Design ice51_mem_ctrl, sky130hd; sources not shown.
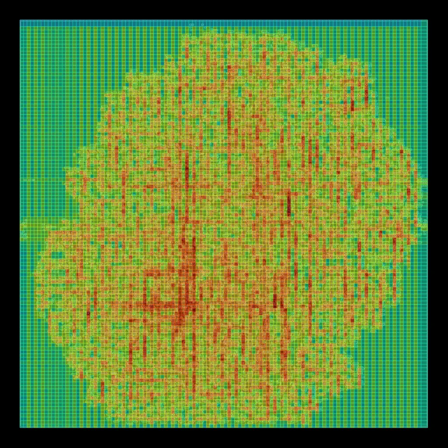
final_congestion.png
GR Layer Usage met3: 3.91%
global-route met1 utilization: 24.0%
grt peak-use layer: met2
met2 track demand over resource in global routing: 27.4%

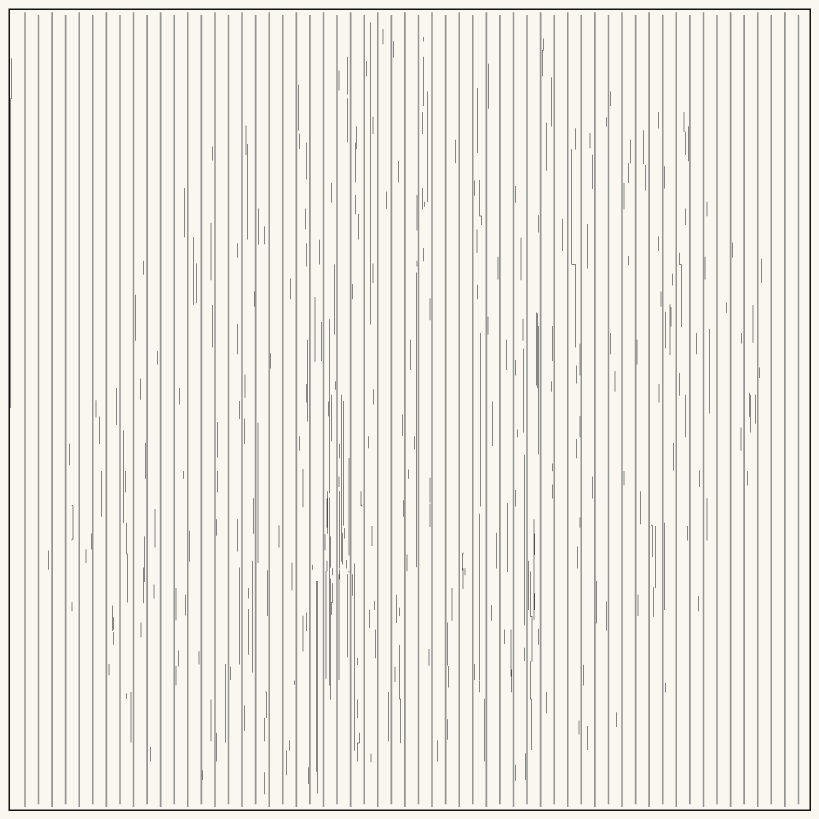
met4.png
Scale: 1 px per um. Supply wires on this layer in gray.
The longest straight run is 309 um. The layer holds 2.1% of the routed length. The layer carries 12000 um of wire. 227 nets have wire on it. The wires run mostly vertical.
via total after detailed routing: 88300
final WL: 562000 um

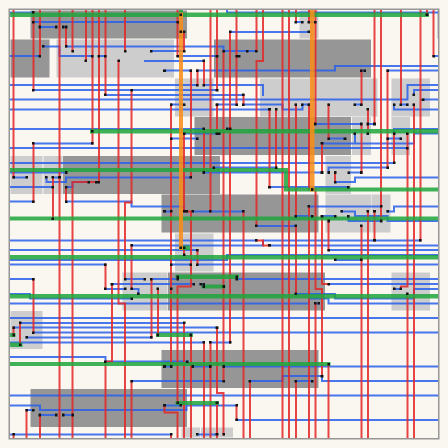
zoom.png
Window x 385 to 415, y 225 to 255 um. Cells in gray, sequential cells in the stronger gray; small squares are vias.
Key: green = met3; red = met2; orange = met4; blue = met1
Sequential cells in the window: 8. Most frequent: edfxtp_1 (8), nand2_1 (4), buf_4 (3). 24 logic cells have their middle in the window.

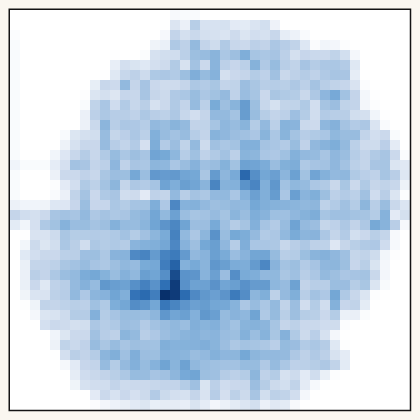
wire_density.png
Scale: 0.5 px per um. The die is cut into 40 by 40 equal tiles; white is low, dark blue is high, scaled to the fullest tile. Values are wire area over tile area, all layers added.
7.9% of the tiles are over half the peak. The fullest tile reaches 0.54. The densest ninth of the die: center.
gr usage total: 17.4%
DR WL/cell: 29.8 um

==> design notes <==
The flow ran to the end, and the final reports show no timing, DRC or antenna violations. The buffer type at the clock tree root was sky130_fd_sc_hd__clkbuf_4. In the synthesized netlist, the number of instances is 7628. Logic share of the area: 17.4%. For the worst setup path, the data arrival time is 7.20 ns.

The fraction of final cell area spent on non-clock buffers in this run is 5.84%. The worst-margin pin slew came out at 1.15 ns. The run gives 7950 as the number of DRC markers after the initial detailed-route iteration. The DRC violation total left in the routed layout is recorded as 0. The initial antenna violation count was 45. The run gives 21.6% for the layout-stage area growth over the synthesis result. According to the dpl log, the detail-placed design has an HPWL of 370000 um. The number of nets handed over by synthesis was 7668.

In this run, distinct cell masters in the synthesized netlist total 72. Once layout is complete, the utilization of the core stands at 30.6%. Note that the worst hold path type here is input pin to flip-flop.

With the tool warning count at 79, the total power is 0.0592 W. The kind of critical path is input pin to flip-flop. The tools report the post-route non-filler standard cell count as 18800. The port buffer count came out at 51. TritonCTS built the clock tree. Per the final report, max-transition violations number 0. Leading register cell type out of synthesis: sky130_fd_sc_hd__edfxtp_1.

The peak supply drop came out at 0.194 mV. By count the netlist is led by 4104 x sky130_fd_sc_hd__edfxtp_1, 816 x sky130_fd_sc_hd__mux4_2, 550 x sky130_fd_sc_hd__nor2_1. The number of gates resized after CTS was 0. The worst path meets setup with 0.541 ns of slack.

Counting flops with an async set or reset pin after synthesis yields a share of 0%. The I/O pin count is 52, and the number of multi-input logic gates is 3030. The synthesized design contains 4104 enable-type register cells. The layout report gives the register share of total cell area as 63.8%. Average cell area after synthesis: 20.8 sq um. At the later pin of the worst-skew pair, clock insertion delay measures 1.82 ns. Setup repair after global routing left no endpoint under its margin.

The most critical hold endpoint after final layout shows a slack of 0.370 ns. In the synthesis report, Yosys lists the chip area as 159000 sq um. Count of inserted antenna diode cells: 43. The tools report the post-synthesis cell count from yosys as 7628.
## kinds of logic (layout without fill, tap and decap cells)
family | after synthesis | in the layout | synth area share (%)
buffers and inverters | 490 | 3288 | 1.60
flip-flops | 4108 | 4108 | 77.6
other | 0 | 43 | 0
AND/OR/NAND/NOR | 983 | 983 | 2.82
multiplexers | 1285 | 1285 | 14.6
AND-OR/OR-AND | 762 | 762 | 3.44
## what timing repair did
action                    4_1_cts  5_1_grt
hold endpoints to repair        4        0
setup buffers                   0        0
hold buffers                    6        0
## report_power, final
group | switching [W] | leakage (nW) | internal [W]
clock | 0.0111 | 8.76 | 0.0127
combinational | 0.00375 | 17.4 | 0.00198
sequential | 0.0000103 | 36.9 | 0.0296
## worst max-delay path, stage by stage
cell,delay [ns]
sky130_fd_sc_hd__dlygate4sd3_1,0.53
sky130_fd_sc_hd__clkdlybuf4s50_1,0.58
sky130_fd_sc_hd__nand2b_1,0.13
sky130_fd_sc_hd__a22oi_4,0.31
sky130_fd_sc_hd__buf_12,0.21
sky130_fd_sc_hd__buf_12,0.19
sky130_fd_sc_hd__mux2_4,0.47
sky130_fd_sc_hd__nand4bb_2,0.45
sky130_fd_sc_hd__o22ai_1,0.14
sky130_fd_sc_hd__nor4_1,0.77
sky130_fd_sc_hd__buf_4,0.25
sky130_fd_sc_hd__a31oi_1,0.09
sky130_fd_sc_hd__or4_1,0.67
sky130_fd_sc_hd__nor3_1,0.66
sky130_fd_sc_hd__buf_4,0.25
sky130_fd_sc_hd__nand4_1,0.09
## metal layers
metal  wire [um]  share of wire, %  GRT usage (%)
met1      254000                45           24.0
met2      263000                47           27.4
met3       31900               5.7           3.91
met4       12000               2.1           5.17
met5           0                 0              0
Power figures rest on the tool's default switching activity, not on a simulated workload.
